run_1/congestion_map.png
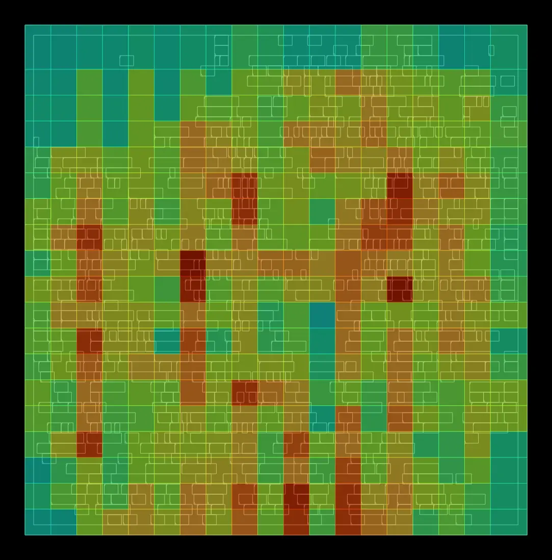
run_1/layers.png
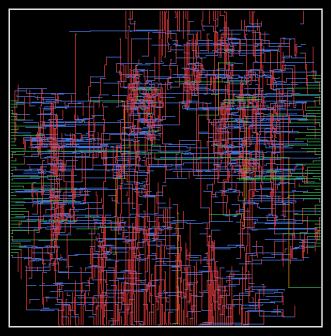
run_1/gates.png
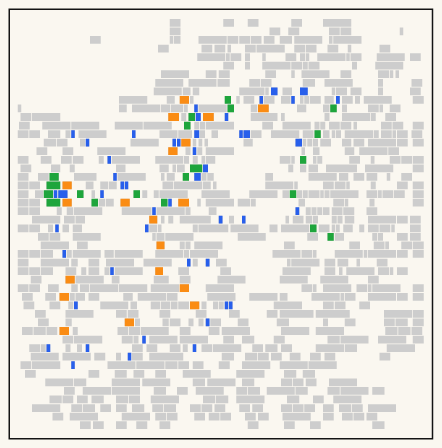
run_1/m2.png
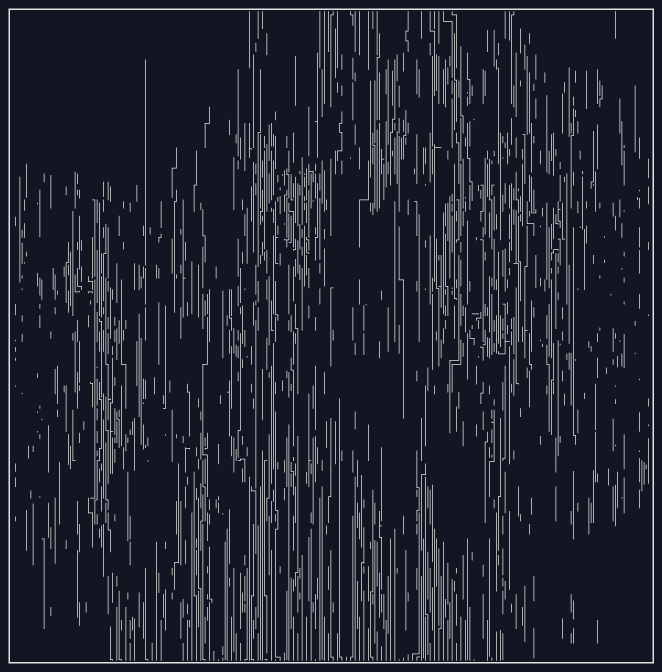
**config.mk**
```make
export PLATFORM = sky130hd
export DESIGN_NAME = load_store_unit
export DESIGN_NICKNAME = d
export VERILOG_FILES = /design/src/rtl/load_store_unit.sv
export SDC_FILE = /design/constraint.sdc
export NUM_CORES = 1
export LEC_CHECK = 0
export CAP_MARGIN = 25
export CORE_AREA = 2 2 132 134
export DETAILED_ROUTE_END_ITERATION = 16
export DIE_AREA = 0 0 134 136
export REMOVE_ABC_BUFFERS = 1
export SETUP_SLACK_MARGIN = 0.5
export SLEW_MARGIN = 10
export SYNTH_ARGS = -nofsm -noshare
export SYNTH_HDL_FRONTEND = slang
export SYNTH_SLANG_ARGS = --single-unit
```
**constraint.sdc**
```tcl
create_clock -name clk -period 4.7 [get_ports clk]
set_input_delay 0.47 -clock clk [delete_from_list [all_inputs] [get_ports clk]]
set_output_delay 0.47 -clock clk [all_outputs]
set_load 0.01 [all_outputs]
```
**src/rtl/load_store_unit.sv**
```systemverilog
// rtl/load_store_unit.sv - MW-stage load/store engine driving a req/ack data bus
`ifndef DM_OPSLEN
`define DM_OPSLEN 3
`endif
`ifndef DM_OPS_LB
`define DM_OPS_LB  3'd0
`define DM_OPS_LH  3'd1
`define DM_OPS_LW  3'd2
`define DM_OPS_LBU 3'd4
`define DM_OPS_LHU 3'd5
`define DM_OPS_SB  3'd0
`define DM_OPS_SH  3'd1
`define DM_OPS_SW  3'd2
`endif

module load_store_unit #(
    parameter int TIMEOUT = 16,
    parameter int XLEN    = 32
) (
    input  logic                  clk,
    input  logic                  rst,
    input  logic                  rd_en,
    input  logic                  wr_en,
    input  logic [`DM_OPSLEN-1:0] rd_op,
    input  logic [`DM_OPSLEN-1:0] wr_op,
    input  logic [XLEN-1:0]       addr,
    input  logic [XLEN-1:0]       wdata,
    output logic [XLEN-1:0]       rdata,
    output logic                  lsu_stall,
    output logic                  misaligned,
    output logic                  bus_err,
    output logic                  bus_req,
    output logic                  bus_we,
    output logic [XLEN-1:0]       bus_addr,
    output logic [3:0]            bus_be,
    output logic [XLEN-1:0]       bus_wdata,
    input  logic                  bus_ack,
    input  logic [XLEN-1:0]       bus_rdata
);

    typedef enum logic [1:0] {IDLE = 2'd0, REQ = 2'd1, DONE = 2'd2} state_t;

    localparam logic [1:0] SZ_BYTE = 2'd0;
    localparam logic [1:0] SZ_HALF = 2'd1;
    localparam logic [1:0] SZ_WORD = 2'd2;
    localparam logic [7:0] LAST_CNT = 8'(TIMEOUT - 1);

    state_t      state, state_nxt;
    logic [7:0]  count;
    logic [1:0]  size_q;
    logic        sign_q;
    logic [1:0]  ofs_q;

    logic        is_store, is_load, req_ok, mis;
    logic [1:0]  size_d;
    logic        sign_d;
    logic [3:0]  be_d;
    logic [31:0] wdata_d;
    logic [31:0] lane;
    logic [31:0] load_fmt;
    logic        timeout_hit;

    // Decode the request: a valid store op wins over any load, bad op codes mean no request
    always_comb begin
        is_store = 1'b0;
        is_load  = 1'b0;
        size_d   = SZ_WORD;
        sign_d   = 1'b0;
        if (wr_en) begin
            is_store = 1'b1;
            unique case (wr_op)
                `DM_OPS_SB: size_d = SZ_BYTE;
                `DM_OPS_SH: size_d = SZ_HALF;
                `DM_OPS_SW: size_d = SZ_WORD;
                default:    is_store = 1'b0;
            endcase
        end else if (rd_en) begin
            is_load = 1'b1;
            unique case (rd_op)
                `DM_OPS_LB:  begin size_d = SZ_BYTE; sign_d = 1'b1; end
                `DM_OPS_LH:  begin size_d = SZ_HALF; sign_d = 1'b1; end
                `DM_OPS_LW:  size_d = SZ_WORD;
                `DM_OPS_LBU: size_d = SZ_BYTE;
                `DM_OPS_LHU: size_d = SZ_HALF;
                default:     is_load = 1'b0;
            endcase
        end
        req_ok = is_store | is_load;
        mis    = ((size_d == SZ_HALF) && addr[0]) ||
                 ((size_d == SZ_WORD) && (addr[1:0] != 2'b00));
    end

    // Byte enables and lane-replicated store data for the current request
    always_comb begin
        be_d    = 4'b1111;
        wdata_d = wdata;
        unique case (size_d)
            SZ_BYTE: begin
                be_d    = 4'b0001 << addr[1:0];
                wdata_d = {4{wdata[7:0]}};
            end
            SZ_HALF: begin
                be_d    = addr[1] ? 4'b1100 : 4'b0011;
                wdata_d = {2{wdata[15:0]}};
            end
            default: begin
                be_d    = 4'b1111;
                wdata_d = wdata;
            end
        endcase
    end

    // Pick the addressed lane out of the returned word and extend it
    always_comb begin
        lane     = bus_rdata >> {ofs_q, 3'b000};
        load_fmt = bus_rdata;
        unique case (size_q)
            SZ_BYTE: load_fmt = sign_q ? {{24{lane[7]}}, lane[7:0]}   : {24'd0, lane[7:0]};
            SZ_HALF: load_fmt = sign_q ? {{16{lane[15]}}, lane[15:0]} : {16'd0, lane[15:0]};
            default: load_fmt = bus_rdata;
        endcase
        timeout_hit = (count == LAST_CNT);
    end

    // State register
    always_ff @(posedge clk or posedge rst) begin
        if (rst) state <= IDLE;
        else     state <= state_nxt;
    end

    // Next-state logic: ack beats timeout, DONE always returns to IDLE
    always_comb begin
        state_nxt = state;
        unique case (state)
            IDLE:    if (req_ok) state_nxt = mis ? DONE : REQ;
            REQ:     if (bus_ack || timeout_hit) state_nxt = DONE;
            DONE:    state_nxt = IDLE;
            default: state_nxt = IDLE;
        endcase
    end

    // Outputs: stall covers the issuing IDLE cycle and every REQ cycle, dropped at once by reset
    always_comb begin
        bus_req   = (state == REQ);
        lsu_stall = !rst && (((state == IDLE) && req_ok && !mis) || (state == REQ));
    end

    // Bus attributes, timeout counter, load result and one-cycle status pulses
    always_ff @(posedge clk or posedge rst) begin
        if (rst) begin
            bus_addr   <= '0;
            bus_we     <= 1'b0;
            bus_be     <= 4'd0;
            bus_wdata  <= '0;
            rdata      <= '0;
            misaligned <= 1'b0;
            bus_err    <= 1'b0;
            count      <= 8'd0;
            size_q     <= SZ_WORD;
            sign_q     <= 1'b0;
            ofs_q      <= 2'd0;
        end else begin
            misaligned <= 1'b0;
            bus_err    <= 1'b0;
            unique case (state)
                IDLE: begin
                    if (req_ok && mis) begin
                        misaligned <= 1'b1;
                        rdata      <= '0;
                    end else if (req_ok) begin
                        bus_addr  <= {addr[XLEN-1:2], 2'b00};
                        bus_we    <= is_store;
                        bus_be    <= be_d;
                        bus_wdata <= wdata_d;
                        size_q    <= size_d;
                        sign_q    <= sign_d;
                        ofs_q     <= addr[1:0];
                        count     <= 8'd0;
                    end
                end
                REQ: begin
                    if (bus_ack) begin
                        if (!bus_we) rdata <= load_fmt;
                        count <= 8'd0;
                    end else if (timeout_hit) begin
                        rdata   <= '0;
                        bus_err <= 1'b1;
                        count   <= 8'd0;
                    end else begin
                        count <= count + 8'd1;
                    end
                end
                default: ;
            endcase
        end
    end

endmodule

```
==> flow_metrics.py, run 1 <==
# Metrics from the implementation run
metrics = {
    "critical_path": {
        "startpoint_type": "input port",
        "end_kind": "output port",
        "cp_slowest_stage_delay_ns": 0.56,
        "crit_required_ns": 4.23,
        "timing.critical_path.mode_cell": "clkdlybuf4s50_1",
        "critPathMaxFanout": 20,
        "cp.arrival_ns": 3.10,
        "cp_slowest_cell": "or3b_2",
        "r2r_cells": 6,
        "worstPathCellList": "clkdlybuf4s50_1 > or3b_2 > and2_1 > a21oi_1 > o31ai_1 > buf_4 > nor2_1 > clkdlybuf4s50_1",
    },
    "die": {
        "fp-utilization_pct": 34.0,
        "die_h_um": 136,
        "core_area_um2": 16900,
        "dieArea_um2": 18200,
        "die-width_um": 134,
        "io_pins": 212,
    },
    "logic_synthesis": {
        "synthCells": 529,
        "ys_warn_count": 0,
        "flop_cell": "dfrtp_1",
        "async_flop_share_pct": 100,
        "synth_flop_count": 116,
        "postSynthSeqShare_pct": 50.6,
        "syn_area_um2": 5740,
        "synth.distinct_cells": 61,
        "yosys_area_um2": 5740,
    },
    "cells_and_area": {
        "num_antenna_cells": 0,
        "layout_top_cells": "clkdlybuf4s50_1, dfrtp_1, mux2i_1, a21oi_1, mux2_1",
        "final_nets": 841,
        "drive_gt1_share_pct": 7.51,
        "syn_to_final_growth_pct": 51.0,
    },
    "sta": {
        "setup_tns_ns": 0,
        "setup_viol": 0,
        "clock_skew_ns": 0.0107,
        "max_freq_ghz": 0.280,
        "fin_crit_sh_pct": 76.0,
        "rsz0062_at_grt": "no",
        "hold_viol": 0,
    },
    "detailed_routing": {
        "viasPerCell": 5.08,
        "firstDrtPassIters": 6,
        "ant_nets": 0,
        "drc": 0,
    },
    "global_routing": {
        "grt_pass1_vias": 4922,
        "grt_pass1_wl_um": 27000,
        "grt_max_degree": 74,
        "antenna_found_initial": 0,
        "grt-ovfl-total": 0,
    },
    "cts": {
        "cts.sinks": 116,
        "htreeDepth": 4,
        "cts_resized": 0,
        "cts_buffers": 17,
        "cts-root-buf": "clkbuf_16",
        "clockBufferDepth": 2,
        "clkLatencyLatePin_ns": 0.41,
        "cts_tree": "yes",
        "cts_setup_buffers": 0,
    },
    "pwr": {
        "leakage_nw": 3.62,
        "power_mw": 4.88,
        "powerDensity_nw_per_um2": 563,
    },
    "outcome": {
        "status": "complete, no violations",
    },
    "min_path": {
        "hp-class": "input port to async pin",
    },
    "run": {
        "warnings": 25,
    },
}
Back to the opening pictures, congestion_map.png:
routed length per instance: 17.4 um
busiest grt layer: met2
Core Util, Final: 51.4%
Total GRT Usage: 19.0%

Back to the opening pictures, layers.png:
M4 -> orange  # wire length 254 um
M3 -> green  # wire length 1,120 um
M2 -> red  # wire length 8,260 um
M1 -> blue  # wire length 7,310 um
final wirelength: 16,900 um
via count: 4,931

Back to the opening pictures, gates.png:
non-inverting ao/oa cells -> orange  # cells 19
nand cells -> blue  # cells 48
and/or cells -> green  # cells 20
multi-input combinational area share: 29.5%
Commonest Layout Cell: clkdlybuf4s50_1
fin cells: 971

Back to the opening pictures, m2.png:
main direction = vertical
wire length on this layer = 8,260 um
longest straight run = 53.9 um
share of all routed wire = 49%
GR Layer Usage met2: 30.5%

==> run 1: path summary, 6_finish.rpt <==
| kind | from | endpoint |
|---|---|---|
| max reg2reg | count[7] | rdata[7] |
| min in group clk | bus_wdata[15] | bus_wdata[15] |
| min | rst | rdata[15] |
| min reg2reg | bus_wdata[15] | bus_wdata[15] |
| max | wr_en | lsu_stall |
| max in group asynchronous | rst | rdata[9] |
==> run 1: area by class of cell <==
class,count,area [um2]
repair buffers,217,2170
flip-flops and latches,116,2900
well taps,225,282
clock buffers,18,439
inverters,38,145
clock inverters,14,174
fillers,1502,8200
multi-input cells,343,2560
==> run 1: kinds of logic (layout without fill, tap and decap cells) <==
kind of cell	after synthesis	in the layout	share of synthesized area, %
buffers and inverters	71	287	5.45
other	1	2	0.0653
flip-flops	116	116	50.6
multiplexers	101	101	18.8
adder cells (fa/ha/maj)	1	1	0.218
AND/OR/NAND/NOR	102	102	9.10
AND-OR/OR-AND	137	137	15.9
==> run 1: report_power, final <==
| group | switching [mW] | internal [mW] | total (mW) | leakage [nW] |
|---|---|---|---|---|
| clock | 0.487 | 0.852 | 1.34 | 0.290 |
| combinational | 0.819 | 1.06 | 1.88 | 1.87 |
| sequential | 0.293 | 1.37 | 1.66 | 1.46 |
| total | 1.60 | 3.28 | 4.88 | 3.62 |
==> run 1: flip-flops by register name (all words and copies together), names as in the netlist <==
name	flops
bus_wdata	32
rdata	32
bus_addr	30
count	8
bus_be	4
ofs_q	2
size_q	2
state	2
bus_err	1
bus_we	1
misaligned	1
sign_q	1
==> run 1: through the flow <==
stage	hold slack, ns	cells	instance area, um2	setup WS, ns	util, %
after detailed placement	0.475	938	8030	1.14	47.6
after global routing	0.488	971	8670	0.956	51.4
after global placement	0.471	938	8030	1.18	47.6
after floorplan	0.473	497	5580	-0.735	-
final	0.458	971	8670	1.13	51.4
after CTS	0.462	970	8640	1.14	51.2
==> run 1: layer usage <==
layer,routed length [um],global-route usage (%)
met3,1120,4.77
met1,7310,24.9
met2,8260,30.5
met4,253,6.97
met5,0,0
==> run 1: cell usage after synthesis (3+ instances only) <==
| cell | instances | share of area (%) |
|---|---|---|
| nand3_1 | 3 | 0.26 |
| nand2b_1 | 3 | 0.33 |
| nor3_1 | 6 | 0.52 |
| buf_6 | 3 | 0.59 |
| o21a_1 | 3 | 0.39 |
| a31oi_1 | 10 | 1.1 |
| o221ai_1 | 9 | 1.4 |
| and2_1 | 3 | 0.33 |
| a22o_1 | 9 | 1.4 |
| inv_1 | 36 | 2.4 |
| buf_2 | 7 | 0.61 |
| clkbuf_1 | 18 | 1.2 |
| a2bb2oi_1 | 9 | 1.4 |
| a21oi_1 | 42 | 3.7 |
| nor2_1 | 22 | 1.4 |
| o21ai_0 | 9 | 0.78 |
| nand2_1 | 39 | 2.5 |
| mux2_1 | 41 | 8.0 |
| buf_4 | 4 | 0.52 |
| o22ai_1 | 9 | 0.98 |
| o21ai_1 | 20 | 1.7 |
| and3_1 | 9 | 0.98 |
| mux2i_1 | 57 | 9.9 |
| dfrtp_1 | 115 | 50 |
==> run 1: critical path, delay by kind of cell <==
family | cells | cell delay, ns
compound gates | 2 | 0.38
buf+inv | 3 | 1.19
simple gates | 3 | 1.06
## Run 2: what changed since run 1
--- a/config.mk
+++ b/config.mk
@@ -9,6 +9,7 @@
 export CORE_AREA = 2 2 132 134
 export DETAILED_ROUTE_END_ITERATION = 16
 export DIE_AREA = 0 0 134 136
+export PLACE_DENSITY = 0.67
 export REMOVE_ABC_BUFFERS = 1
 export SETUP_SLACK_MARGIN = 0.5
 export SLEW_MARGIN = 10
==> constraint.sdc (replaced) <==
create_clock -name clk -period 2.9 [get_ports clk]
set_input_delay 0.29 -clock clk [delete_from_list [all_inputs] [get_ports clk]]
set_output_delay 0.29 -clock clk [all_outputs]
set_load 0.01 [all_outputs]
run_2/layers.png
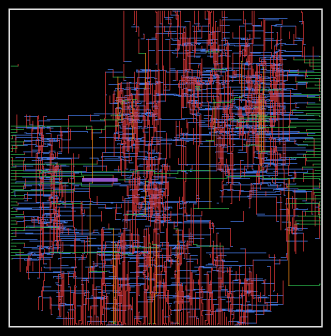
M4 -> orange  # wire length 515 um
M3 -> green  # wire length 1,160 um
M2 -> red  # wire length 8,530 um
M5 -> purple  # wire length 13.8 um
M1 -> blue  # wire length 6,930 um
Total GRT Usage: 19.3%
final wirelength: 17,100 um

run_2/util_map.png
The die is cut into 13 by 14 equal tiles; white is low, dark blue is high, 0 to 100% covered.
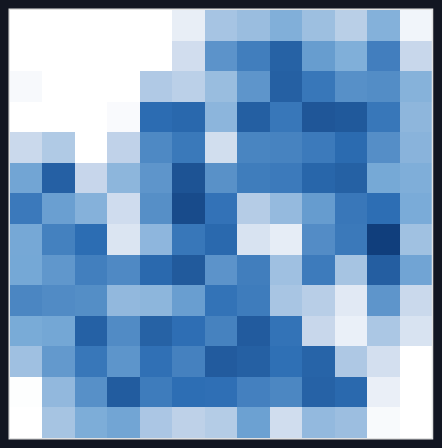
nearly empty tiles = 12%
fullest tile = 94%
emptiest ninth of the die = north-west
tiles over 75% full = 16%
mean over tiles = 47%
Core Util at FP: 34.0%
Core Util, Final: 52.9%
core area: 16,900 um2

run_2/gates.png
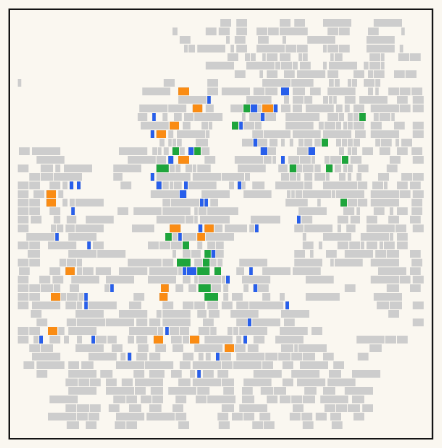
nand cells -> blue  # cells 48
non-inverting ao/oa cells -> orange  # cells 19
and/or cells -> green  # cells 20
multi-input combinational area share: 28.8%
fin cells: 990

==> run 2 against run 1 <==
- area after synthesis unchanged
- non-clock buffer count increased by 18
- worst setup slack got worse by 0.47 ns
- clock skew decreased by 0.0011 ns
- global-route usage increased by 0.27 points
- critical path depth decreased by 1
- power increased by 69%
- clock-buffer cell count increased by 3
- die area unchanged
- synthesized cell count unchanged
- clock power increased by 81%
==> flow_metrics.py, run 2 <==
# Metrics from the implementation run
metrics = {
    "global_routing": {
        "grt-ovfl-total": 0,
        "grt_pass1_vias": 5172,
        "global_route.usage.met2_pct": 32.6,
        "grt_max_degree": 59,
        "grtUsageMet3_pct": 5.41,
        "antenna_found_initial": 2,
        "busiest_layer": "met2",
        "grt_pass1_wl_um": 27100,
        "use_met1_pct": 22.7,
    },
    "place": {
        "gp_congestion": 0.878,
        "port_buffers": 209,
        "hpwlAfterDp_um": 12500,
    },
    "sta": {
        "slew_headroom_pct": 58.3,
        "layout_min_cycle_time_ns": 2.25,
        "setup_viol": 0,
        "fin_crit_sh_pct": 77.4,
        "slew_viol_final": 0,
        "clock_skew_ns": 0.00957,
        "hold_viol": 0,
        "max_freq_ghz": 0.445,
        "worstMarginPinSlew_ns": 0.626,
        "rsz0062_at_grt": "no",
    },
    "cts": {
        "clk_pin_slew_ns": 0.06,
        "cts-root-buf": "clkbuf_16",
        "cts_tree": "yes",
        "cts.sinks": 116,
        "htreeDepth": 4,
        "clockBufferDepth": 2,
        "cts_buffers": 17,
        "clkLatencyLatePin_ns": 0.41,
    },
    "critical_path": {
        "reg2reg_from": "count[4]",
        "cp_slowest_stage_delay_ns": 0.57,
        "reg2reg_slack_ns": 0.65,
        "cp_slowest_cell": "or4_4",
        "r2r_cells": 7,
        "r2r_end": "rdata[25]",
        "worstPathCellList": "or4_4 > o21ai_4 > nand2_2 > a2111oi_4 > buf_12 > buf_12 > mux2i_1",
        "criticalPathCategory": "flop to flop",
        "crit_required_ns": 3.24,
        "end_kind": "flop",
        "cp.arrival_ns": 2.58,
        "path_delay_family": "simple AND/OR/NAND/NOR gates",
        "critPathLaunch": "count[4]",
        "startpoint_type": "flop",
        "timing.critical_path.mode_cell": "buf_12",
        "crit_buf_inv": 2,
        "critPathMaxFanout": 18,
    },
    "run": {
        "warnings": 25,
        "cap_violations": 0,
    },
    "detailed_routing": {
        "drc": 0,
        "wl_per_cell_um": 17.3,
        "dr.first_iter.drc_count": 294,
        "dr_total_vias": 5060,
        "firstDrtPassIters": 5,
        "ant_nets": 0,
        "viasPerCell": 5.11,
    },
    "logic_synthesis": {
        "syn_area_um2": 5740,
        "yosysTopAreaCell": "dfrtp_1",
        "yosys_cells": 529,
        "top_cell_area_share_pct": 50.1,
        "synth_flop_count": 116,
        "async_flop_share_pct": 100,
        "ys_warn_count": 0,
        "edf_count": 0,
        "synthCells": 529,
        "avgSynthCellArea_um2": 10.9,
        "synthTopCellsByCount": "dfrtp_1, mux2i_1, a21oi_1",
        "yosysMostFrequentCell": "dfrtp_1",
        "topCellsByArea": "dfrtp_1, mux2i_1, mux2_1",
        "synth.distinct_cells": 61,
        "flop_cell": "dfrtp_1",
        "yosys_area_um2": 5740,
        "postSynthSeqShare_pct": 50.6,
    },
    "pwr": {
        "ir_worst_vdd_mv": 0.502,
        "leakage_nw": 3.76,
        "powerDensity_nw_per_um2": 925,
        "power_mw": 8.26,
    },
    "die": {
        "dieArea_um2": 18200,
        "row_count": 48,
        "io_pins": 212,
        "die_h_um": 136,
        "die-width_um": 134,
    },
    "cells_and_area": {
        "final_nets": 859,
        "syn_to_final_growth_pct": 55.4,
        "drive_gt1_share_pct": 9.95,
        "layout_top_cell": "clkdlybuf4s50_1",
        "layout_top_cells": "clkdlybuf4s50_1, dfrtp_1, mux2i_1, a21oi_1, mux2_1",
        "biggestRegsByFlops": "bus_wdata x32, rdata x32, bus_addr x30",
    },
    "min_path": {
        "hp-class": "input port to async pin",
    },
    "outcome": {
        "status": "complete, no violations",
    },
}
run 2: cell counts after synthesis:
No cell type changed its count.
run 2: worst max-delay path by stage:
stage                         to  slack [ns]  cells past startpoint
floorplan           bus_addr[10]       -2.36                      4
global placement       lsu_stall         0.1                      7
detailed placement     lsu_stall        0.11                      7
CTS                     rdata[9]        0.53                      7
global route           rdata[17]        0.55                      7
finish                 rdata[25]        0.65                      7
run 2: what timing repair did:
item | CTS | global route
buffers inserted | 0 | 7
cloned | 0 | 0
endpoints found under the hold margin | 0 | 0
setup endpoints to repair | 1 | 21
gates resized | 6 | 2
hold buffers | 0 | 0
pin swaps | 0 | 2
run 2: area by class of cell:
cell class | count | area (um2)
Antenna cell | 1 | 2.50
Clock inverter | 11 | 221
Fill cell | 1499 | 7950
Clock buffer | 21 | 460
Multi-Input combinational cell | 343 | 2570
Inverter | 38 | 145
Tap cell | 225 | 282
Sequential cell | 116 | 2900
Timing Repair Buffer | 235 | 2340
run 2: layer usage:
layer / up-vias / wire length [um] / share of wire [%]
met4: 2 / 515 / 3.0
li1: 2340 / - / -
met3: 43 / 1160 / 6.8
met1: 2485 / 6930 / 40
met5: - / 13 / 0.076
met2: 190 / 8530 / 50
run 2: where the power goes:
part,switching [mW],internal (mW),leakage [nW],total (mW)
Sequential,0.416,2.22,1.46,2.63
Combinational,1.41,1.79,1.97,3.20
Clock,0.762,1.66,0.325,2.43
run 2: cell families (layout without fill, tap and decap cells):
| logic type | count (synthesis) | count (layout) | synth area share (%) |
|---|---|---|---|
| adder cells (fa/ha/maj) | 1 | 1 | 0.218 |
| flip-flops | 116 | 116 | 50.6 |
| other | 1 | 3 | 0.0653 |
| AND/OR/NAND/NOR | 102 | 102 | 9.10 |
| buffers and inverters | 71 | 305 | 5.45 |
| AND-OR/OR-AND | 137 | 137 | 15.9 |
| multiplexers | 101 | 101 | 18.8 |
run 2: worst register-to-register path, delay by kind of cell, from the launching register on:
kind | cells | cell delay (ns)
and+or+nand+nor | 2 | 0.69
muxes | 1 | 0.21
AOI/OAI and AO/OA | 2 | 0.50
DFF | 1 | 0.42
buffers and inverters | 2 | 0.36
run 2: per-stage QoR:
step	TNS, ns	instances	area [um2]	hold slack [ns]	worst slack [ns]
final	0	990	8930	0.281	0.655
after global routing	0	990	8930	0.341	0.547
after CTS	0	982	8860	0.291	0.532
after detailed placement	0	950	8170	0.474	0.114
after global placement	0	950	8170	0.468	0.0999
after floorplan	-204.76	497	5580	0.391	-2.36
## Run 3: what changed since run 2
==> constraint.sdc (replaced) <==
create_clock -name clk -period 2 [get_ports clk]
set_input_delay 0.2 -clock clk [delete_from_list [all_inputs] [get_ports clk]]
set_output_delay 0.2 -clock clk [all_outputs]
set_load 0.01 [all_outputs]
run_3/m2.png
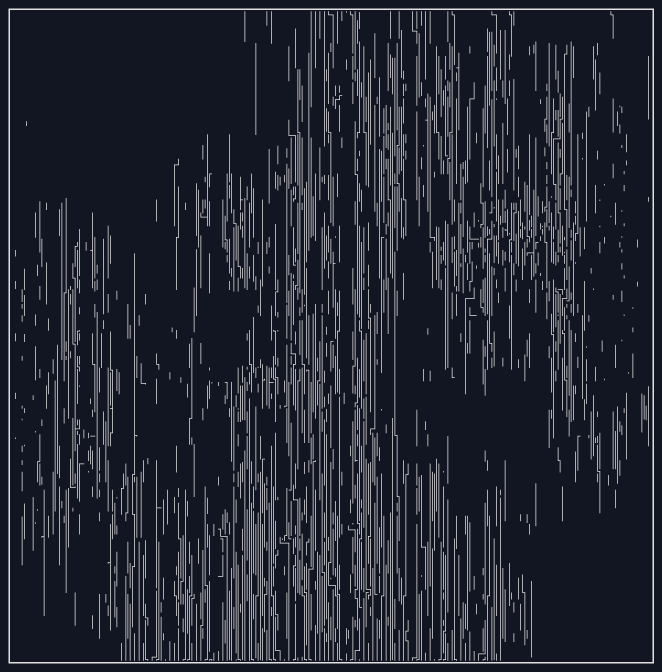
nets with wire on the layer = 807
share of all routed wire = 52%
wire length on this layer = 9,380 um
via count: 5,225
GR Layer Usage met2: 35.5%
final wirelength: 18,100 um

run_3/layers.png
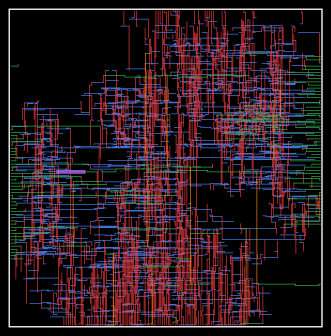
M4 -> orange  # wire length 384 um
M3 -> green  # wire length 1,380 um
M5 -> purple  # wire length 11.0 um
M2 -> red  # wire length 9,380 um
M1 -> blue  # wire length 6,970 um
Total GRT Usage: 20.0%
routed length per instance: 17.4 um

run_3/gates.png
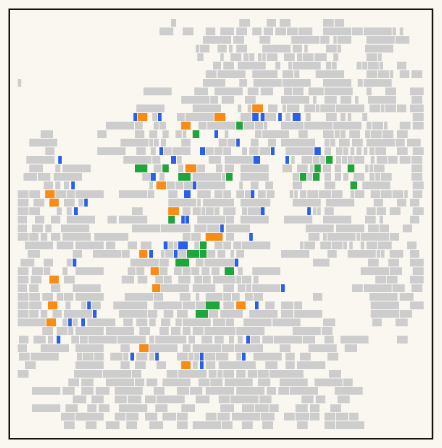
and/or cells -> green  # cells 20
non-inverting ao/oa cells -> orange  # cells 19
nand cells -> blue  # cells 48
multi-input combinational area share: 27.8%
fin cells: 1,045
Commonest Layout Cell: dfrtp_1

==> run 3 against run 2 <==
- the run now ends with negative setup slack left
- utilization is 3.0 points higher
- cell count increased by 5.6%
- synthesized cell count unchanged
- power grew 40%
- non-clock buffer count is 55 higher
- maximum frequency rose by 8.2%
- combinational power rose by 42%
- register-to-register slack worse by 0.73 ns
- critical path type unchanged
- largest cell class unchanged
- flip-flop count unchanged
- clock power rose by 35%
- critical endpoint is now rdata[8]
==> flow_metrics.py, run 3 <==
# Metrics from the implementation run
metrics = {
    "pwr": {
        "clockPowerShare_pct": 28.4,
        "p_int_mw": 7.71,
        "combPwrFrac_pct": 39.2,
        "leakage_nw": 4.64,
        "sw_frac_of_total_pct": 33.3,
        "seqPwrFrac_pct": 32.4,
        "powerDensity_nw_per_um2": 1230,
        "power_mw": 11.6,
        "p_switching_mw": 3.85,
        "ir_worst_vdd_mv": 0.716,
    },
    "logic_synthesis": {
        "flop_cell": "dfrtp_1",
        "yosysMostFrequentCell": "dfrtp_1",
        "ys_warn_count": 0,
        "ys_sh_xor_pct": 0,
        "synthTopCellsByCount": "dfrtp_1, mux2i_1, a21oi_1",
        "edf_count": 0,
        "postSynthSeqShare_pct": 50.6,
        "fa_ha_area_share_pct": 0.218,
        "yosysTopAreaCell": "dfrtp_1",
        "netlist_logic_family_top": "multiplexers",
        "yosys_area_um2": 5740,
        "synth.distinct_cells": 61,
        "async_flop_share_pct": 100,
        "yosys.area_share.simple_pct": 9.10,
        "avgSynthCellArea_um2": 10.9,
        "mux_share_pct": 18.8,
        "aoi_share_pct": 15.9,
        "synth_flop_count": 116,
        "topCellsByArea": "dfrtp_1, mux2i_1, mux2_1",
        "syn_area_um2": 5740,
        "top_cell_area_share_pct": 50.1,
        "yosys_cells": 529,
        "synthCells": 529,
    },
    "sta": {
        "layout_min_cycle_time_ns": 2.08,
        "hold_viol": 0,
        "clock_skew_ns": 0.00614,
        "slew_headroom_pct": 61.3,
        "fin_crit_sh_pct": 104,
        "rsz0062_at_grt": "yes",
        "slew_viol_final": 0,
        "worstMarginPinSlew_ns": 0.581,
        "max_freq_ghz": 0.482,
        "fin_ws_ns": -0.0755,
        "whs_ns": 0.242,
        "setup_viol": 31,
        "setup_tns_ns": -1.63,
    },
    "run": {
        "cap_violations": 0,
        "warnings": 27,
    },
    "cells_and_area": {
        "final_core_utilization_pct": 55.9,
        "layout_top_cells": "dfrtp_1, clkdlybuf4s50_1, dlygate4sd2_1, buf_4, mux2i_1",
        "drive_gt1_share_pct": 17.8,
        "biggestRegsByFlops": "bus_wdata x32, rdata x32, bus_addr x30",
        "syn_to_final_growth_pct": 64.2,
        "final_nets": 914,
    },
    "cts": {
        "ctsHoldBuffers": 0,
        "clk_pin_slew_ns": 0.06,
        "cts-root-buf": "clkbuf_16",
        "cts.sinks": 116,
        "htreeDepth": 4,
        "clkLatencyLatePin_ns": 0.42,
        "cts_tree": "yes",
        "clockBufferDepth": 2,
        "cts_buffers": 17,
    },
    "critical_path": {
        "crit_buf_inv": 1,
        "cp.arrival_ns": 2.38,
        "crit_required_ns": 2.30,
        "crit_end": "rdata[8]",
        "reg2reg_from": "count[6]",
        "critPathMaxFanout": 8,
        "cp_slowest_cell": "or4_4",
        "r2r_end": "rdata[8]",
        "startpoint_type": "flop",
        "critPathLaunch": "count[6]",
        "end_kind": "flop",
        "reg2reg_slack_ns": -0.08,
        "criticalPathCategory": "flop to flop",
        "path_delay_family": "simple AND/OR/NAND/NOR gates",
        "r2r_cells": 6,
        "worstPathCellList": "or4_4 > o21ai_4 > nand2_2 > a2111oi_4 > buf_6 > mux2_1",
        "cp_slowest_stage_delay_ns": 0.57,
        "critical_path_cell_count": 6,
    },
    "place": {
        "place_ws_ns": -0.591,
        "hpwlAfterDp_um": 12900,
        "gp_congestion": 0.861,
        "port_buffers": 209,
    },
    "global_routing": {
        "grt_max_degree": 81,
        "antenna_found_initial": 2,
        "grt_pass1_vias": 5378,
        "grt_pass1_wl_um": 28100,
        "grt-ovfl-total": 0,
    },
    "detailed_routing": {
        "dr.first_iter.drc_count": 250,
        "viasPerCell": 5.00,
        "drc": 0,
        "firstDrtPassIters": 4,
        "ant_nets": 0,
    },
    "die": {
        "die-width_um": 134,
        "core_area_um2": 16900,
        "row_count": 48,
        "die_h_um": 136,
        "fp-utilization_pct": 34.0,
        "dieArea_um2": 18200,
        "io_pins": 212,
    },
    "outcome": {
        "status": "finished, violations left",
        "violations": "negative setup slack",
    },
    "min_path": {
        "hp-class": "input port to async pin",
    },
}
## run 3: cell counts after synthesis
Identical to the previous run, type by type.
## run 3: power groups by stage
stage	clock [mW]	sequential (mW)	combinational, mW
final	3.28	3.74	4.54
after global routing	3.48	3.86	4.87
after CTS	3.35	3.76	4.62
after detailed placement	0	3.79	4.81
after global placement	0	3.76	4.72
after floorplan	0	4.22	1.66
## run 3: layout make-up
class / instances / area, um2
clock inverter: 14 / 201
fill: 1425 / 7440
tap: 225 / 282
timing repair buffer: 290 / 2840
multi-input combinational: 343 / 2620
clock buffer: 18 / 439
sequential: 116 / 2910
inverter: 38 / 145
antenna: 1 / 2.50
## run 3: logic make-up after synthesis
group,Yosys count
AND-OR/OR-AND,137
flip-flops,116
AND/OR/NAND/NOR,102
multiplexers,101
buffers and inverters,71
adder cells (fa/ha/maj),1
other,1
## run 3: worst min-delay path by stage
| stage | from | to | depth (start not counted) |
|---|---|---|---|
| after floorplan | rd_op[2] | sign_q | 1 |
| after global placement | bus_wdata[15] | bus_wdata[15] | 2 |
| after detailed placement | bus_wdata[29] | bus_wdata[29] | 2 |
| after CTS | wr_op[1] | bus_we | 4 |
| after global routing | wr_op[1] | bus_we | 4 |
| final | rst | bus_err | 3 |
## run 3: per-stage QoR
step,std cells,cell area [um2]
2_1_floorplan,497,5580
4_1_cts,1042,9340
3_5_place_dp,998,8520
6_report,1045,9430
5_1_grt,1045,9430
3_3_place_gp,998,8520
## run 3: worst reg2reg max path: cells and delay by family (launching register included)
| family | cells | cell delay, ns |
|---|---|---|
| DFF | 1 | 0.38 |
| buffers and inverters | 1 | 0.21 |
| AOI/OAI and AO/OA | 2 | 0.39 |
| and+or+nand+nor | 2 | 0.66 |
| muxes | 1 | 0.33 |
## run 3: repair_timing
item / in CTS / in global routing
gates cloned: 3 / 0
setup buffers: 9 / 2
setup endpoints to repair: 218 / 145
pin swaps: 11 / 2
gates resized: 124 / 32
## run 3: metal layers
layer | track usage (%) | share of wire [%] | wire length (um) | up-vias
li1 | - | - | - | 2467
met2 | 35.5 | 52 | 9380 | 206
met5 | 0 | 0.061 | 11 | -
met4 | 7.51 | 2.1 | 384 | 2
met1 | 22.6 | 38 | 6970 | 2522
met3 | 6.11 | 7.6 | 1380 | 28
No activity file was given, so power comes from the tool's default toggle rates.
